Cell placement:
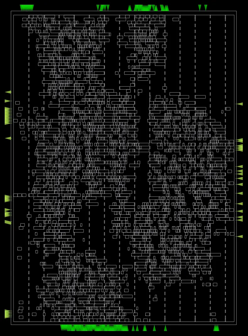
The metal 4 layer:
The bar under the picture is 50 um long. Supply wires on this layer in grey.
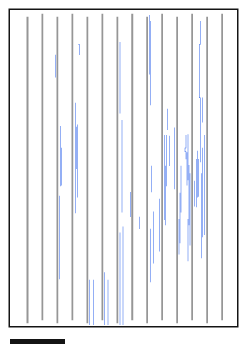
Drive-strength map:
The bar under the picture is 50 um long.
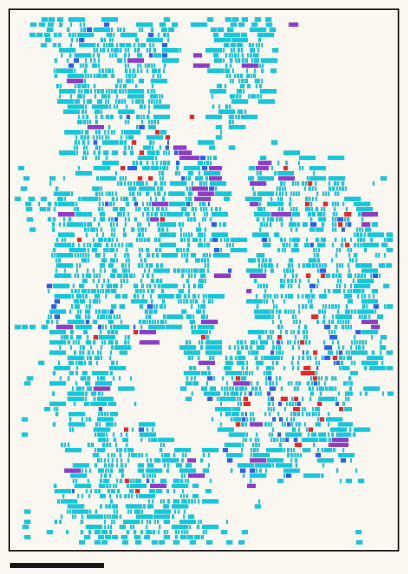
Routed clock nets over the placement:
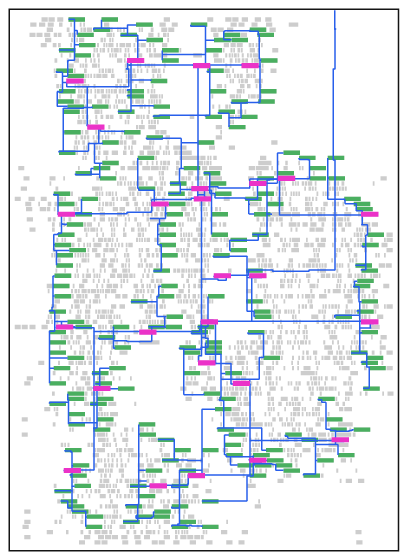
Signal metal coverage by tile:
The bar under the picture is 50 um long. 21 x 29 tiles, from dark purple (low) to yellow (high), scaled to the fullest tile. Values are wire area over tile area, all layers added.
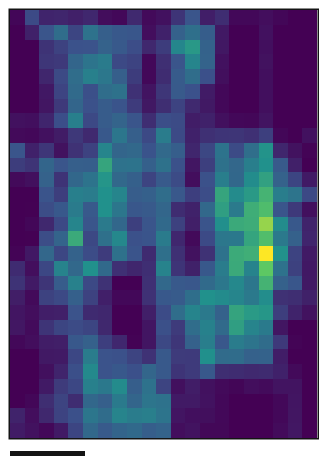
==> src/rtl/video_timing_pattern_gen.sv <==
// Programmable FV/LV frame timing and test-pattern source (bars/solid/ramp).
// Optional feature macro: VTPG_RAMP_PATTERN_EN compiles the ramp pattern (sel 2).
`timescale 1ns/1ps
module video_timing_pattern_gen #(
    parameter int DATA_WIDTH = 32,
    parameter int DIM_W      = 16,
    parameter int CNT_W      = 32
) (
    input  logic                  clk,
    input  logic                  reset_n,
    input  logic                  enable_i,
    input  logic [DIM_W-1:0]      image_width_i,
    input  logic [DIM_W-1:0]      image_height_i,
    input  logic [DIM_W-1:0]      h_blank_i,
    input  logic [CNT_W-1:0]      frame_period_i,
    input  logic [1:0]            pattern_sel_i,
    input  logic [31:0]           solid_colour_i,
    output logic                  fv_o,
    output logic                  lv_o,
    output logic [DATA_WIDTH-1:0] data_o,
    output logic                  sof_o,
    output logic                  eof_o,
    output logic [15:0]           frame_cnt_o,
    output logic                  cfg_err_o
);

    typedef enum logic [1:0] {IDLE, H_BLANK, ACTIVE, V_BLANK} state_t;

    state_t           state;
    state_t           next_state;
    logic [DIM_W-1:0] width;
    logic [DIM_W-1:0] height;
    logic [DIM_W-1:0] hblank;
    logic [CNT_W-1:0] period;
    logic [1:0]       pattern;
    logic [31:0]      solid;
    logic [DIM_W-1:0] pix_idx;
    logic [DIM_W-1:0] line_idx;
    logic [DIM_W-1:0] band_cnt;
    logic [2:0]       band;
    logic [CNT_W-1:0] pcnt;
    logic [CNT_W:0]   pcnt_p1;
    logic [CNT_W:0]   pcnt_p2;
    logic             overrun;
    logic             eof_q;
    logic             err_q;
    logic [15:0]      fcnt;
    logic [31:0]      word;

    logic cfg_ok;
    logic hb_done;
    logic act_done;
    logic last_line;
    logic band_done;
    logic ovr_now;
    logic vb_done;
    logic load;
    logic start;

    assign cfg_ok    = (image_width_i >= DIM_W'(8)) &&
                       (image_height_i != '0) && (h_blank_i != '0);
    assign hb_done   = pix_idx == hblank - DIM_W'(1);
    assign act_done  = pix_idx == width - DIM_W'(1);
    assign last_line = line_idx == height - DIM_W'(1);
    assign band_done = band_cnt == (width >> 3) - DIM_W'(1);
    assign pcnt_p1   = {1'b0, pcnt} + (CNT_W+1)'(1);
    assign pcnt_p2   = pcnt_p1 + (CNT_W+1)'(1);
    // V_BLANK would start at or past period-1: fall back to h_blank clocks
    assign ovr_now   = pcnt_p2 >= {1'b0, period};
    assign vb_done   = overrun ? hb_done : (pcnt_p1 == {1'b0, period});

    assign eof_o       = eof_q;
    assign frame_cnt_o = fcnt;
    assign cfg_err_o   = err_q;

    // State register
    always_ff @(posedge clk or negedge reset_n) begin
        if (!reset_n) state <= IDLE;
        else          state <= next_state;
    end

    // Next state, shadow load/frame start strobes and timing outputs
    always_comb begin
        next_state = state;
        load       = 1'b0;
        start      = 1'b0;
        fv_o       = 1'b0;
        lv_o       = 1'b0;
        sof_o      = 1'b0;
        unique case (state)
            IDLE: begin
                if (enable_i) begin
                    load = 1'b1;
                    if (cfg_ok) begin
                        start      = 1'b1;
                        next_state = H_BLANK;
                    end
                end
            end
            H_BLANK: begin
                fv_o  = 1'b1;
                sof_o = (line_idx == '0) && (pix_idx == '0);
                if (hb_done) next_state = ACTIVE;
            end
            ACTIVE: begin
                fv_o = 1'b1;
                lv_o = 1'b1;
                if (act_done) next_state = last_line ? V_BLANK : H_BLANK;
            end
            V_BLANK: begin
                if (vb_done) begin
                    load = 1'b1;
                    if (enable_i && cfg_ok) begin
                        start      = 1'b1;
                        next_state = H_BLANK;
                    end else begin
                        next_state = IDLE;
                    end
                end
            end
            default: next_state = IDLE;
        endcase
    end

    // Shadow config, pixel/line/band/period counters, error and frame count
    always_ff @(posedge clk or negedge reset_n) begin
        if (!reset_n) begin
            width    <= '0;
            height   <= '0;
            hblank   <= '0;
            period   <= '0;
            pattern  <= '0;
            solid    <= '0;
            pix_idx  <= '0;
            line_idx <= '0;
            band_cnt <= '0;
            band     <= '0;
            pcnt     <= '0;
            overrun  <= 1'b0;
            eof_q    <= 1'b0;
            err_q    <= 1'b0;
            fcnt     <= '0;
        end else begin
            eof_q <= 1'b0;
            pcnt  <= start ? '0 : pcnt + CNT_W'(1);
            if (load) begin
                width   <= image_width_i;
                height  <= image_height_i;
                hblank  <= h_blank_i;
                period  <= frame_period_i;
                pattern <= pattern_sel_i;
                solid   <= solid_colour_i;
                err_q   <= !cfg_ok;
            end
            unique case (state)
                H_BLANK: begin
                    pix_idx  <= hb_done ? '0 : pix_idx + DIM_W'(1);
                    band_cnt <= '0;
                    band     <= '0;
                end
                ACTIVE: begin
                    pix_idx <= act_done ? '0 : pix_idx + DIM_W'(1);
                    if (band_done) begin
                        band_cnt <= '0;
                        if (band != 3'd7) band <= band + 3'd1;
                    end else begin
                        band_cnt <= band_cnt + DIM_W'(1);
                    end
                    if (act_done) begin
                        if (last_line) begin
                            eof_q   <= 1'b1;
                            fcnt    <= fcnt + 16'd1;
                            overrun <= ovr_now;
                            if (ovr_now) err_q <= 1'b1;
                        end else begin
                            line_idx <= line_idx + DIM_W'(1);
                        end
                    end
                end
                V_BLANK: pix_idx <= vb_done ? '0 : pix_idx + DIM_W'(1);
                default: ;
            endcase
            if (start) begin
                pix_idx  <= '0;
                line_idx <= '0;
            end
        end
    end

    // Pattern word for the current pixel, replicated across the bus
    always_comb begin
        unique case (band)
            3'd0:    word = 32'hFF80FF80;
            3'd1:    word = 32'hFF94FF00;
            3'd2:    word = 32'hC81AC8BF;
            3'd3:    word = 32'hCA4ACA55;
            3'd4:    word = 32'h96F3969F;
            3'd5:    word = 32'h4CFF4C54;
            3'd6:    word = 32'h409E40D3;
            default: word = 32'h00800080;
        endcase
        if (pattern == 2'd1) word = solid;
`ifdef VTPG_RAMP_PATTERN_EN
        else if (pattern == 2'd2) word = {16'(line_idx), 16'(pix_idx)};
`endif
        data_o = lv_o ? {(DATA_WIDTH/32){word}} : '0;
    end

endmodule

==> config.mk <==
export PLATFORM = sky130hd
export DESIGN_NAME = video_timing_pattern_gen
export DESIGN_NICKNAME = d
export VERILOG_FILES = /design/src/rtl/video_timing_pattern_gen.sv
export SDC_FILE = /design/constraint.sdc
export NUM_CORES = 1
export LEC_CHECK = 0
export ABC_AREA = 1
export CORE_ASPECT_RATIO = 1.4
export CORE_MARGIN = 2
export CORE_UTILIZATION = 28
export DETAILED_ROUTE_END_ITERATION = 10
export SLEW_MARGIN = 25
export SYNTH_ARGS = -nofsm -noshare
export SYNTH_HDL_FRONTEND = slang
export SYNTH_SLANG_ARGS = --single-unit
==> constraint.sdc <==
create_clock -name clk -period 4.4 [get_ports clk]
set_input_delay 0.88 -clock clk [delete_from_list [all_inputs] [get_ports clk]]
set_output_delay 0.88 -clock clk [all_outputs]
set_load 0.02 [all_outputs]
==> out/metrics.cfg <==
[yosys]
synth-area-yosys_um2 = 16000
yosys-stat-cells = 2338
synthDistinctLibCells = 47
post_synth_mux_area_share_pct = 0
synth.avg_cell_area_um2 = 6.83
synthDominantAreaCellType = sky130_fd_sc_hd__dfrtp_1
aoi_share_pct = 6.75
netlist_area_before_placement_um2 = 16000
yosys.stat.seqShare_pct = 34.2
synth_top_cell_by_count = sky130_fd_sc_hd__nand2_1
edf_count = 0
synthCells = 2338
synth.yosys.warnings = 0
synthSimpleGateAreaFrac_pct = 37.5
synth.cellmix.adderShare_pct = 4.39

[placement]
placedCellCount = 3216

[setup_path]
arrival_ps = 4460
worst-endpoint-required_ps = 4820
timing.rr.start = pcnt[1]
critical-path-max-stage-delay_ps = 370
critPathMostFrequentCell = sky130_fd_sc_hd__nand2_1
critical_register_to_register_path_endpoint = cfg_err_o
cpMaxStageDelayCell = sky130_fd_sc_hd__dfrtp_1

[final_layout]
reg_top3 = pcnt x32, period x32, solid x32
post_layout_instance_count_excluding_filler_cells = 3273
utilization_pct = 34.8
register_area_um2 = 5460
num-fill-cells = 6154
layout_top_cell_excl_fill_tap = sky130_fd_sc_hd__nand2_1

[clock_tree]
cts_bufs_inserted = 26
numClockSinks = 218
cts.root.buffer_cell = sky130_fd_sc_hd__clkbuf_16
cts.path.max_buffers = 3
clock_latency_ps = 570

[sta]
finalCritPeriodShare_pct = 91.8
finClkSkew_ps = 31.7
timing.final.setup_violations = 0
hold_violations = 0
period_needed_ps = 4040

[flow_run]
reported_max_cap_violation_count = 0
openroad.warnings = 37

[global_routing]
antenna_found_initial = 8
global_route_wire_length_before_repair_mm = 82.5
grt_max_degree = 100
grt_pass1_vias = 15197

[routing]
detailroute.wirelength.met2_mm = 27.8
num_vias = 15241
ant_nets = 0
pre_repair_dr_iteration_count = 5
wirelength_met1_mm = 20.0

[floorplanning]
die-height_um = 287

[power_and_ir_drop]
power_w = 0.0100
p_leak_nw = 9.25
peak_vdd_ir_v = 0.000357

[run_status]
status = finished, final reports clean

[min_path]
timing.hold.worst.class = input pin to async pin

About 'cell placement':
Placement Rows: 103
area of the core: 56400 um^2

About 'the metal 4 layer':
nets with wire on the layer: 40
share of all routed wire: 4.6%
main direction: vertical
wire length on this layer: 2410 um
longest straight run: 100 um

About 'drive-strength map':
legend:
  _0 and _1 cells:
    colour: cyan
    cells: 2347
  _6 and larger:
    colour: purple
    cells: 47
  _2 cells:
    colour: blue
    cells: 91
  _3 and _4 cells:
    colour: red
    cells: 45
area growth from synthesis to layout: 22.9%
final worst slack: 362 ps
buffers outside the clock class: 209
Finished Cell Area: 19600 um^2

About 'routed clock nets over the placement':
legend:
  clock drivers:
    colour: magenta
    count: 26
  clock wires:
    colour: blue
    length: 3650 um
  flip-flops:
    colour: green
    count: 218
flops lie: widely spread
routed clock nets: 27

About 'signal metal coverage by tile':
fullest tile: 0.69
densest ninth of the die: right middle
tiles over half the peak: 4.9%

==> layout make-up <==
| cell class | count | share of cell area (%) |
|---|---|---|
| Clock buffer | 39 | 4.03 |
| Antenna cell | 8 | 0.102 |
| Timing Repair Buffer | 209 | 10.5 |
| Clock inverter | 9 | 0.784 |
| Multi-Input combinational cell | 1782 | 46.9 |
| Tap cell | 735 | 4.69 |
| Sequential cell | 218 | 27.8 |
| Inverter | 273 | 5.22 |
==> layer usage <==
metal | up-vias | track usage, %
met2 | 296 | 33.9
met3 | 102 | 2.01
met5 | - | 0
li1 | 7834 | -
met4 | 0 | 8.66
met1 | 7009 | 19.2
==> power breakdown <==
part           switching (W)  internal [W]  leakage (nW)
clock network       0.000916       0.00147         0.458
logic                0.00295       0.00163          6.03
registers           0.000497       0.00256          2.76
total                0.00436       0.00566          9.25
No activity file was given, so power comes from the tool's default toggle rates.
